===== config.mk =====
export PLATFORM = sky130hd
export DESIGN_NAME = twoinput_rr_arbiter
export DESIGN_NICKNAME = d
export VERILOG_FILES = /design/src/rtl/twoinput_rr_arbiter.sv
export SDC_FILE = /design/constraint.sdc
export NUM_CORES = 1
export LEC_CHECK = 0
export ABC_AREA = 1
export CAP_MARGIN = 10
export CORE_ASPECT_RATIO = 1.1
export CORE_MARGIN = 5
export CORE_UTILIZATION = 30
export CTS_CLUSTER_DIAMETER = 100
export DETAILED_ROUTE_END_ITERATION = 10
export PLACE_DENSITY = 0.73
export SYNTH_ARGS = -nofsm -noshare
export SYNTH_HDL_FRONTEND = slang
export SYNTH_SLANG_ARGS = --single-unit

===== constraint.sdc =====
create_clock -name clk -period 1.4 [get_ports clk]
set_clock_uncertainty 0.15 [all_clocks]
set_input_delay 0.42 -clock clk [delete_from_list [all_inputs] [get_ports clk]]
set_output_delay 0.42 -clock clk [all_outputs]
set_load 0.005 [all_outputs]

===== src/rtl/twoinput_rr_arbiter.sv =====
// Two-input round-robin arbiter feeding a single registered output beat; 1-cycle input-to-output latency.
// Backpressure: a held beat with Z_ready low stalls both sources; drain and reload in the same cycle keeps 1 beat/cycle.
module twoinput_rr_arbiter #(
  parameter int W = 8
) (
  input  logic         clk,
  input  logic         rst,
  input  logic         A_valid,
  input  logic [W-1:0] A_data,
  output logic         A_ready,
  input  logic         B_valid,
  input  logic [W-1:0] B_data,
  output logic         B_ready,
  output logic         S,
  output logic         Z_valid,
  output logic [W-1:0] Z_data,
  input  logic         Z_ready
);

  typedef enum logic {
    EMPTY = 1'b0,
    FULL  = 1'b1
  } state_t;

  localparam logic SRC_A = 1'b0;
  localparam logic SRC_B = 1'b1;

  state_t         state_q, state_d;
  logic [W-1:0]   z_data_q, z_data_d;
  logic           s_q, s_d;
  logic           last_q, last_d;

  logic           load_en;
  logic           grant_a;
  logic           grant_b;
  logic           acc_a;
  logic           acc_b;

  // On a tie the source that did not win last time takes the grant.
  always_comb begin
    load_en = (state_q == EMPTY) | Z_ready;
    grant_a = A_valid & (~B_valid | (last_q == SRC_B));
    grant_b = B_valid & (~A_valid | (last_q == SRC_A));
    acc_a   = load_en & grant_a & ~rst;
    acc_b   = load_en & grant_b & ~rst;
  end

  always_ff @(posedge clk) begin
    if (rst) begin
      state_q  <= EMPTY;
      z_data_q <= '0;
      s_q      <= 1'b0;
      last_q   <= SRC_B;
    end else begin
      state_q  <= state_d;
      z_data_q <= z_data_d;
      s_q      <= s_d;
      last_q   <= last_d;
    end
  end

  always_comb begin
    state_d = state_q;
    case (state_q)
      EMPTY: begin
        if (acc_a | acc_b) state_d = FULL;
      end
      FULL: begin
        if (!(acc_a | acc_b) && Z_ready) state_d = EMPTY;
      end
      default: state_d = EMPTY;
    endcase
  end

  // Payload, select and round-robin pointer move only on an accepted beat.
  always_comb begin
    z_data_d = z_data_q;
    s_d      = s_q;
    last_d   = last_q;
    if (acc_a) begin
      z_data_d = A_data;
      s_d      = 1'b0;
      last_d   = SRC_A;
    end else if (acc_b) begin
      z_data_d = B_data;
      s_d      = 1'b1;
      last_d   = SRC_B;
    end
  end

  always_comb begin
    A_ready = acc_a;
    B_ready = acc_b;
    Z_valid = (state_q == FULL);
    Z_data  = z_data_q;
    S       = s_q;
  end

endmodule


==> out/qor.yml, run 1 <==
grt:
  gr-total-overflow: 0
  track_usage: 0.128
  top_usage_layer: "met2"
  grt_pass1_wl_mm: 2.93
  grt_pass1_vias: 688
  antenna_found_initial: 0
yosys:
  ys_sh_adder: 0
  seq_area_frac_synth: 0.338
  yosysWarnings: 0
  yosysTopAreaCellShare: 0.338
  synth.most_common_cell: "nor2_1"
  synth_area_sq_um: 652
  xor_share: 0
  floorplan.nets: 106
  ys_cells: 85
  logic_family: "simple AND/OR/NAND/NOR gates"
  ys_types: 21
  ys_ff: 11
floorplanning:
  core_sq_um: 2040
  fp_util: 0.319
  die_area_sq_um: 3210
  die_h_um: 58.9
worst_hold_path:
  hp-class: "flip-flop to flip-flop"
  worstHoldPathCells: 2
drt:
  wl_per_cell_um: 12.3
  wl_met2_um: 985
  via_per_inst: 4.43
  drt-met1-wl_um: 862
worst_setup_path:
  path_max_fanout: 3
  endpoint_kind: "output port"
  rrSetupSlack_ps: -50
  cp_slowest_cell: "clkdlybuf4s15_2"
  crit_type: "primary input to output port"
  cpPeakStageDelay_ps: 230
  r2r_cells: 8
  crit_required_ps: 830
clock_network:
  post_cts_resized: 59
  clk_pin_slew_ps: 80
  cts.htree.levels: 1
  numCtsBuffers: 3
  cts-root-buf: "clkbuf_4"
  cts_buffer_depth: 2
pwr:
  intPower_uw: 605
  top_power_group: "sequential cells"
  p_leak_nw: 0.519
  clkPwrFrac: 0.263
  powerClk_uw: 227
  pg_seq_uw: 353
sta:
  setup_ws_ps: -213
  finalSetupViolCount: 9
outcome:
  status: "finished with violations"
  violations: "setup timing"
placement:
  gp_congestion: 0.804
cells_and_area:
  final_cell_area_sq_um: 1160
==> run 1: through the flow <==
stage	worst slack, ps	hold slack [ps]	TNS [ps]	total power [mW]	cells
finish	-213	326	-622	0.865	165
global route	-246	349	-1230	0.915	165
CTS	-203	330	-345	0.868	164
detailed placement	-928	327	-7410	0.629	156
global placement	-896	317	-7330	0.626	156
floorplan	-14.2	321	-14.2	0.479	85
==> run 1: final timing paths <==
path / from / end
worst min-delay path: Z_data[7]$_SDFFE_PP0P_ / Z_data[7]$_SDFFE_PP0P_
worst max register to register: last_q$_SDFFE_PP1P_ / Z_data[5]$_SDFFE_PP0P_
worst min register to register: Z_data[7]$_SDFFE_PP0P_ / Z_data[7]$_SDFFE_PP0P_
worst max-delay path: B_valid / A_ready
==> run 1: final cells by class <==
| class | count | area (sq um) | share of cell area |
|---|---|---|---|
| clock buffer | 4 | 26.3 | 0.0227 |
| inverter | 12 | 52.6 | 0.0454 |
| multi-input combinational | 60 | 387 | 0.334 |
| sequential | 11 | 236 | 0.204 |
| tap | 28 | 35.0 | 0.0302 |
| timing repair buffer | 50 | 422 | 0.364 |
==> run 1: kinds of logic (layout without fill, tap and decap cells) <==
family | after synthesis | count (layout)
simple gates | 47 | 47
buf+inv | 14 | 66
flops | 11 | 11
compound gates | 13 | 13
==> run 1: placed cells by master (no fill, tap or decap), drive strengths merged <==
master	netlist	routed
buf	2	23
nor2	22	22
clkdlybuf4s50	0	16
nand2	16	16
inv	12	12
dfxtp	11	11
clkbuf	0	11
o21ai	8	8
nand4	7	7
clkdlybuf4s15	0	4
nand3	2	2
a21oi	2	2
o211ai	1	1
a21boi	1	1
o211a	1	1
==> run 1: flip-flops by register name (all words and copies together) (netlist names) <==
signal,cells
S,1
Z_data,8
last_q,1
Z_valid,1
Fig. 1: run 1, signal wires on met1
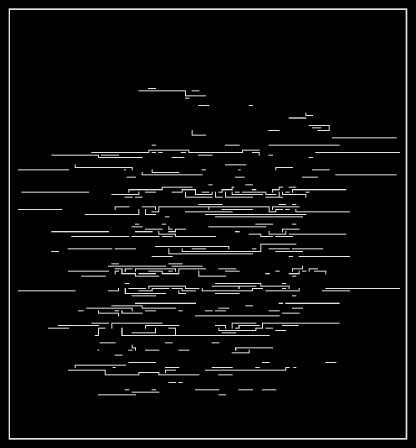
nets with wire on the layer: 141
main direction: horizontal
wire length on this layer: 862 um
routed vias: 731
final wirelength: 2.03 mm
met1 GRT Util: 0.146

Fig. 2: run 1, the metal 2 layer
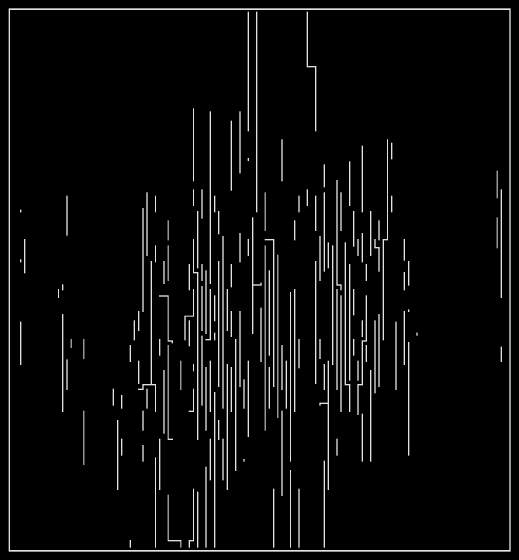
wire length on this layer: 986 um
nets with wire on the layer: 127
share of all routed wire: 49%
longest straight run: 21.8 um
routing usage on met2: 0.209

Fig. 3: run 1, M3 wires
Bar = 20 um. Cells faint in the background.
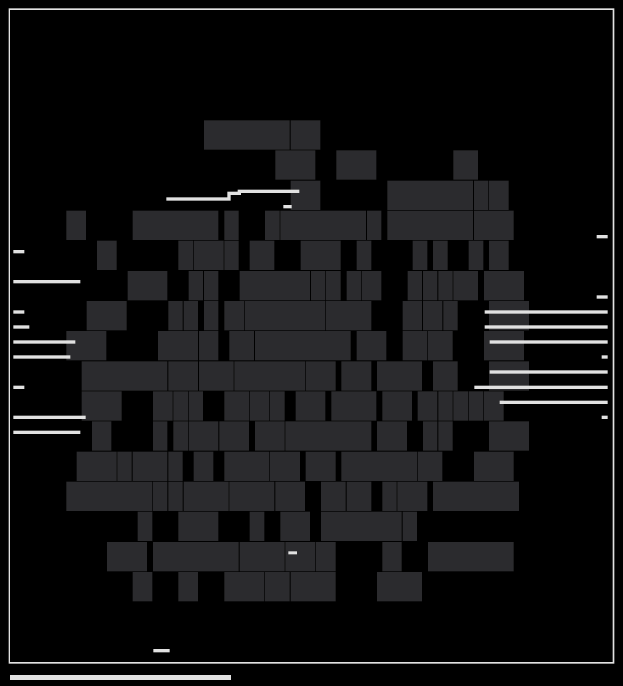
nets with wire on the layer: 21
share of all routed wire: 5.4%

Fig. 4: run 1, track usage over the die
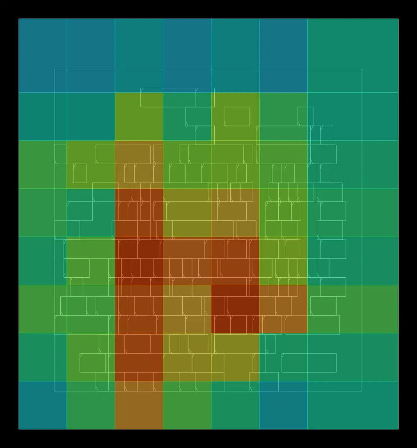

==> run 2: changes to the inputs <==
--- a/config.mk
+++ b/config.mk
@@ -13,6 +13,7 @@
 export CTS_CLUSTER_DIAMETER = 100
 export DETAILED_ROUTE_END_ITERATION = 10
 export PLACE_DENSITY = 0.73
+export SETUP_SLACK_MARGIN = 0.4
 export SYNTH_ARGS = -nofsm -noshare
 export SYNTH_HDL_FRONTEND = slang
 export SYNTH_SLANG_ARGS = --single-unit
Fig. 5: run 2, track usage over the die
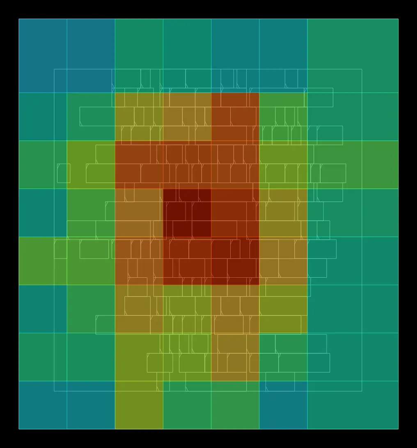
routing usage on met2: 0.272
busiest grt layer: met2
GRT Total Usage: 0.151
wire per inst: 13.1 um

==> run 2 against run 1 <==
Net effect: the flow still finishes with violations (setup timing); fmax is 1.7% higher; routed wire length rose by 7.6%; largest power group unchanged; sequential share of layout area decreased by 1.7 points; clock power about the same.
==> out/qor.yml, run 2 <==
yosys:
  edf_count: 0
  floorplan.nets: 106  # unchanged
  ys_types: 21  # unchanged
  yosysTopAreaCellShare: 0.338  # unchanged
  seq_area_frac_synth: 0.338  # unchanged
  ys_ff: 11  # unchanged
  synth.most_common_cell: "nor2_1"
  ys_cells: 85  # unchanged
  synth_area_sq_um: 652  # unchanged
floorplanning:
  die_h_um: 58.9  # unchanged
  core_sq_um: 2040  # unchanged
  fp_util: 0.319  # unchanged
cells_and_area:
  fin_cells: 167  # +1.2%
  final_cell_mix: "16 x clkdlybuf4s50_1, 13 x buf_6, 13 x buf_4"
  lay_top_count: "clkdlybuf4s50_1"
  final_cell_area_sq_um: 1260  # +8.9%
  largest_register_ffs: 8  # unchanged
clock_network:
  cts-root-buf: "clkbuf_4"
  numCtsBuffers: 3  # unchanged
  cts_buffer_depth: 2  # unchanged
grt:
  grt_pass1_wl_mm: 3.53  # +21%
  gr-total-overflow: 0  # unchanged
  grt_pass1_vias: 761  # +11%
outcome:
  violations: "setup timing"
  status: "finished with violations"
worst_setup_path:
  crit_type: "flip-flop to output port"
  cpPeakStageDelay_ps: 350  # +120 ps
  endpoint_kind: "output port"
  path_max_fanout: 2  # -1
  cp_slowest_cell: "dfxtp_2"
  crit_required_ps: 830  # about the same
drt:
  via_per_inst: 4.57  # +3.3%
  num_vias: 764  # +4.5%
  routed_wl_mm: 2.19  # +7.6%
  wl_met2_mm: 1.18  # +19%
worst_hold_path:
  hp-class: "flip-flop to flip-flop"
placement:
  gp_congestion: 0.803  # about the same
  post-place-ws_ps: -1040  # -111 ps
  dp.cells: 156  # unchanged
sta:
  whs_ps: 328  # +2.38 ps
  setup_ws_ps: -186  # +26.4 ps
  finalSetupViolCount: 10  # +1
  setup_tns_ps: -1190  # -572 ps
pwr:
  finalPower_uw: 909  # +5.2%
  p_leak_nw: 0.558  # +7.6%
## run 2: cell count changes in the layout (fill, tap and decap cells not counted), sizes merged
cell / change
clkdlybuf4s15: -4
buf: +13
clkbuf: -7
## run 2: path summary, 6_finish.rpt
kind | from | end | slack, ps | depth (start not counted)
max | last_q$_SDFFE_PP1P_ | A_ready | -190 | 5
min | Z_data[7]$_SDFFE_PP0P_ | Z_data[7]$_SDFFE_PP0P_ | 330 | 2
max reg2reg | last_q$_SDFFE_PP1P_ | Z_data[3]$_SDFFE_PP0P_ | -140 | 9
min reg2reg | Z_data[7]$_SDFFE_PP0P_ | Z_data[7]$_SDFFE_PP0P_ | 330 | 2
## run 2: area by class of cell
type | count | area [sq um] | share of cell area
tap | 28 | 35.0 | 0.0278
sequential | 11 | 236 | 0.188
multi-input combinational | 60 | 428 | 0.339
timing repair buffer | 52 | 469 | 0.372
clock buffer | 4 | 26.3 | 0.0208
inverter | 12 | 66.3 | 0.0526
## run 2: cell families (layout without fill, tap and decap cells)
family          after synthesis  in the layout  share of synthesized area
compound gates               13             13                      0.138
buf+inv                      14             68                     0.0979
flops                        11             11                      0.338
simple gates                 47             47                      0.426
## run 2: timing repair
action	CTS	global route
gates resized	92	18
pin swaps	17	13
setup endpoints to repair	23	23
setup buffers	6	1
## run 2: routing by layer
layer  GRT usage  up-vias
li1            -      384
met4      0.0747        0
met3      0.0228        7
met1       0.167      350
met2       0.272       23
met5           0        -
## run 2: worst min-delay path: cells and delay by family (launching register included)
kind               cells  cell delay, ps
AOI/OAI and AO/OA      1              50
DFF                    1             320
and+or+nand+nor        1              70
## run 2: report_power, final
group	internal (mW)	switching (mW)
clock network	0.111	0.115
registers	0.339	0.0161
logic	0.179	0.150
total	0.629	0.280
Fig. 6: run 2, M3 wires
Bar = 20 um. Cells faint in the background.
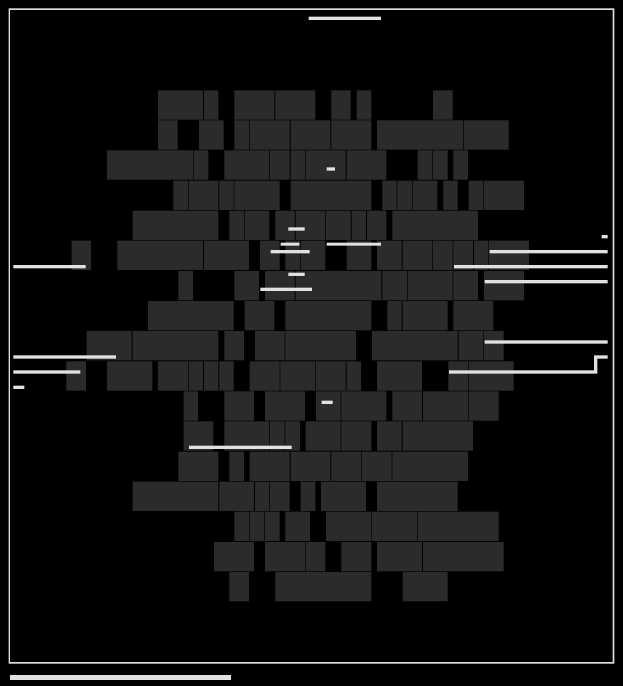

==> run 3: changes to the inputs <==
--- a/config.mk
+++ b/config.mk
@@ -6,13 +6,13 @@
 export NUM_CORES = 1
 export LEC_CHECK = 0
 export ABC_AREA = 1
-export CAP_MARGIN = 10
+export CAP_MARGIN = 40
 export CORE_ASPECT_RATIO = 1.1
 export CORE_MARGIN = 5
 export CORE_UTILIZATION = 30
 export CTS_CLUSTER_DIAMETER = 100
 export DETAILED_ROUTE_END_ITERATION = 10
-export PLACE_DENSITY = 0.73
+export PLACE_DENSITY = 0.7
 export SETUP_SLACK_MARGIN = 0.4
 export SYNTH_ARGS = -nofsm -noshare
 export SYNTH_HDL_FRONTEND = slang
==> constraint.sdc (replaced) <==
create_clock -name clk -period 1.75 [get_ports clk]
set_clock_uncertainty 0.15 [all_clocks]
set_input_delay 0.525 -clock clk [delete_from_list [all_inputs] [get_ports clk]]
set_output_delay 0.525 -clock clk [all_outputs]
set_load 0.005 [all_outputs]
Fig. 7: run 3, M3 wires
Bar = 20 um. Cells faint in the background.
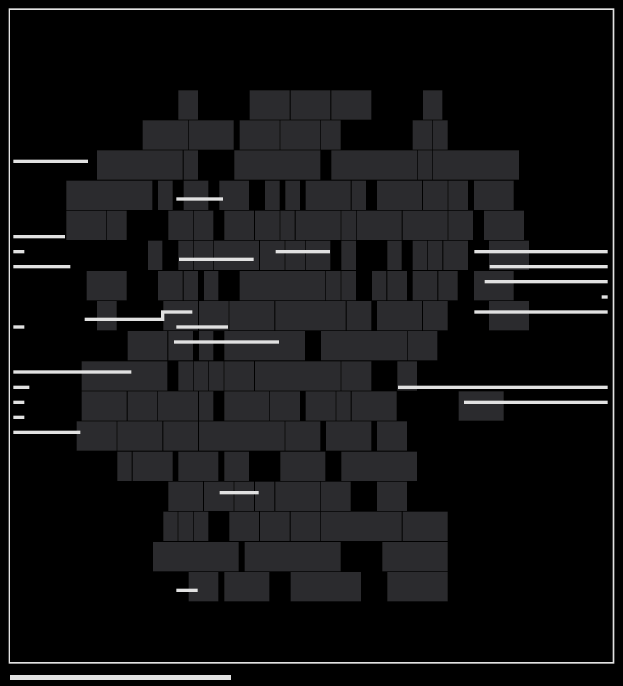
nets with wire on the layer: 22
share of all routed wire: 7.7%
main direction: horizontal
longest straight run: 18.6 um
wire length on this layer: 155 um
met3 Track Usage GR: 0.0228
routed vias: 749
final wirelength: 2.02 mm

==> run 3 against run 2 <==
Net effect: the flow now finishes without violations; non-clock buffer count decreased by 3; first-iteration DRC count increased by 42%; sequential power decreased by about 20%.
==> out/qor.yml, run 3 <==
yosys:
  xor_share: 0  # unchanged
  ys_cells: 85  # unchanged
  logic_family: "simple AND/OR/NAND/NOR gates"
  synth.most_common_cell: "nor2_1"
  synthMuxAreaShare: 0  # unchanged
clock_network:
  cts-root-buf: "clkbuf_4"
  numCtsBuffers: 3  # unchanged
  cts_buffer_depth: 2  # unchanged
worst_setup_path:
  cp_slowest_cell: "dfxtp_2"
  crit_type: "flip-flop to output port"
  cpPeakStageDelay_ps: 360  # about the same
  regToRegEndpoint: "Z_data[2]$_SDFFE_PP0P_"
  crit_path_start: "last_q$_SDFFE_PP1P_"
  endpoint_kind: "output port"
  r2r-start: "last_q$_SDFFE_PP1P_"
  rrSetupSlack_ps: 310  # +450 ps
  crit_path_end: "A_ready"
  r2r_cells: 8  # -1
  crit_cells: 5  # unchanged
worst_hold_path:
  worstHoldPathCells: 2  # unchanged
  whs_endpoint: "Z_data[1]$_SDFFE_PP0P_"
  hp-class: "flip-flop to flip-flop"
drt:
  via_per_inst: 4.57  # -0.17%
  wl_per_cell_um: 12.3  # -5.9%
floorplanning:
  core_sq_um: 2040  # unchanged
  die_h_um: 58.9  # unchanged
  fp_util: 0.319  # unchanged
cells_and_area:
  final_cell_mix: "16 x clkdlybuf4s50_1, 13 x buf_4, 11 x buf_6"
sta:
  finalSetupViolCount: 0  # -10
  setup_tns_ps: 0  # +1190 ps
grt:
  grt_pass1_vias: 790  # +3.8%
  track_usage: 0.134  # -0.0170
outcome:
  status: "complete, no violations"
placement:
  dp.cells: 155  # -0.64%
  gp_congestion: 0.790  # -1.7%
[run 3: cell counts after synthesis]
No cell type changed its count.
[run 3: kinds of logic (layout without fill, tap and decap cells)]
group	count (synthesis)	count (layout)
simple gates	47	47
buf+inv	14	65
compound gates	13	13
flops	11	11
[run 3: stage by stage]
stage | worst slack, ps | area [sq um] | power (mW) | utilization
after floorplan | 127 | 682 | 0.385 | -
after detailed placement | -896 | 1100 | 0.505 | 0.537
after global routing | -50.7 | 1250 | 0.777 | 0.613
after CTS | 35.9 | 1120 | 0.685 | 0.549
after global placement | -896 | 1100 | 0.503 | 0.537
final | 25.4 | 1250 | 0.727 | 0.613
[run 3: area by class of cell]
class                           instances  area [sq um]  area share
Clock buffer                            4          26.3      0.0210
Inverter                               12          62.6      0.0500
Multi-Input combinational cell         60           454       0.363
Sequential cell                        11           236       0.189
Tap cell                               28          35.0      0.0280
Timing Repair Buffer                   49           437       0.349
[run 3: layer usage]
layer	vias to the layer above	wire, um	GRT usage
li1	379	-	-
met1	336	801	0.143
met2	29	1010	0.234
met3	5	155	0.0228
met4	0	49	0.0890
met5	-	0	0
[run 3: where the power goes]
part / leakage, nW / internal (mW) / total, mW / switching [mW]
sequential: 0.0942 / 0.271 / 0.284 / 0.0133
clock: 0.0150 / 0.0886 / 0.181 / 0.0922
combinational: 0.435 / 0.142 / 0.262 / 0.120
total: 0.544 / 0.501 / 0.727 / 0.225
[run 3: worst register-to-register path, cell delays in order (launching register included)]
cell and delay (ps):
dfxtp_2 360, inv_2 50, buf_6 110, a21boi_4 170, nand3_4 140, nand2_8 150
nor2_4 40, nor2_2 100, nor2_1 50
[run 3: repair_timing]
item                       in CTS  in global routing
pin swaps                       8                 22
setup endpoints to repair      23                 20
setup buffers                   3                  2
resized                        89                 32

## Gallery

Placed cells, one color a class.
Bar = 20 um.
Plate I
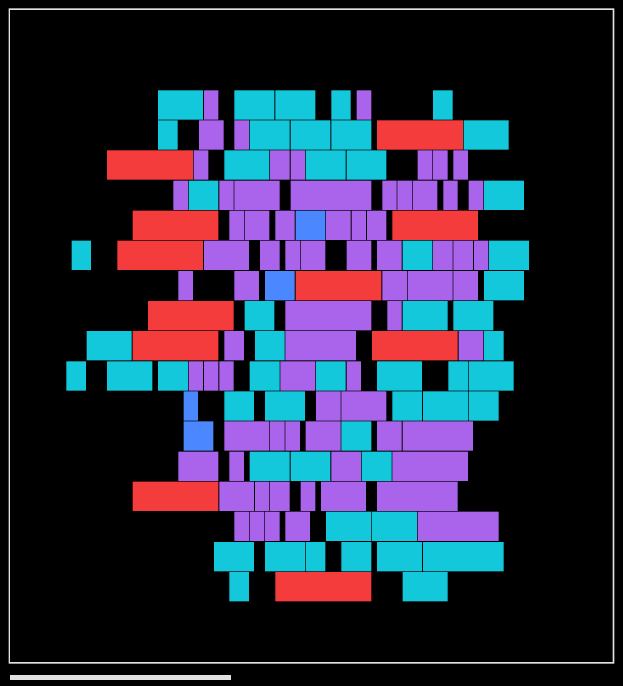
Plate II
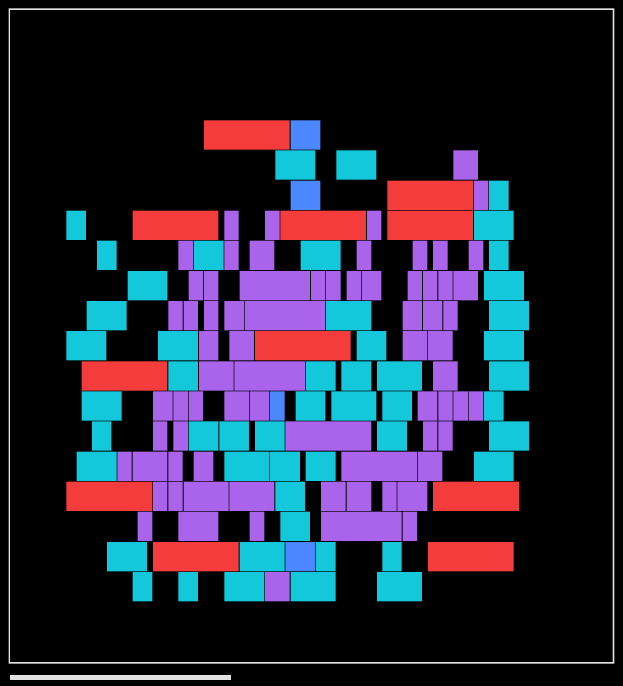
Plate III
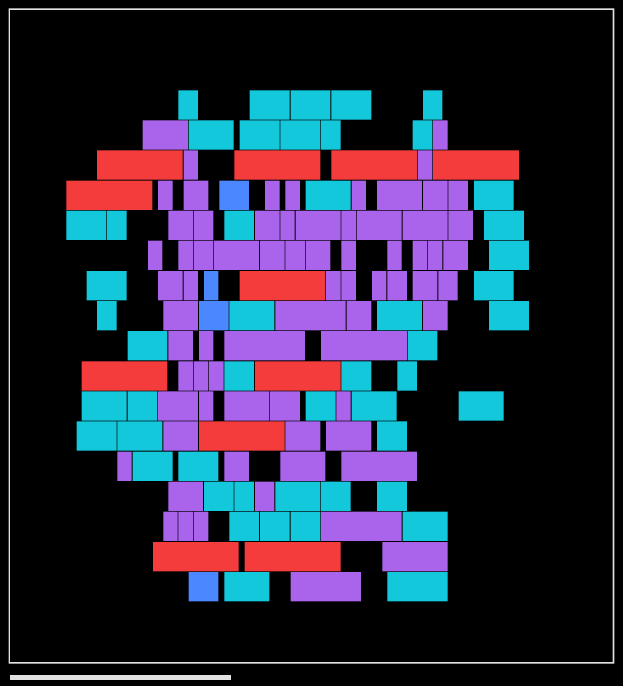
| picture | from |
|---|---|
| Plate I | run 2 |
| Plate III | run 3 |
| Plate II | run 1 |

Key to Plate III:
legend:
  clock drivers and dummy loads:
    color: blue
    cells: 4
    share_of_their_area: 2.2%
  all other logic:
    color: purple
    cells: 72
    share_of_their_area: 42%
  other buffers and delay cells:
    color: cyan
    cells: 49
    share_of_their_area: 36%
  flip-flops:
    color: red
    cells: 11
    share_of_their_area: 19%

Power is estimated from default activity; no workload was simulated.
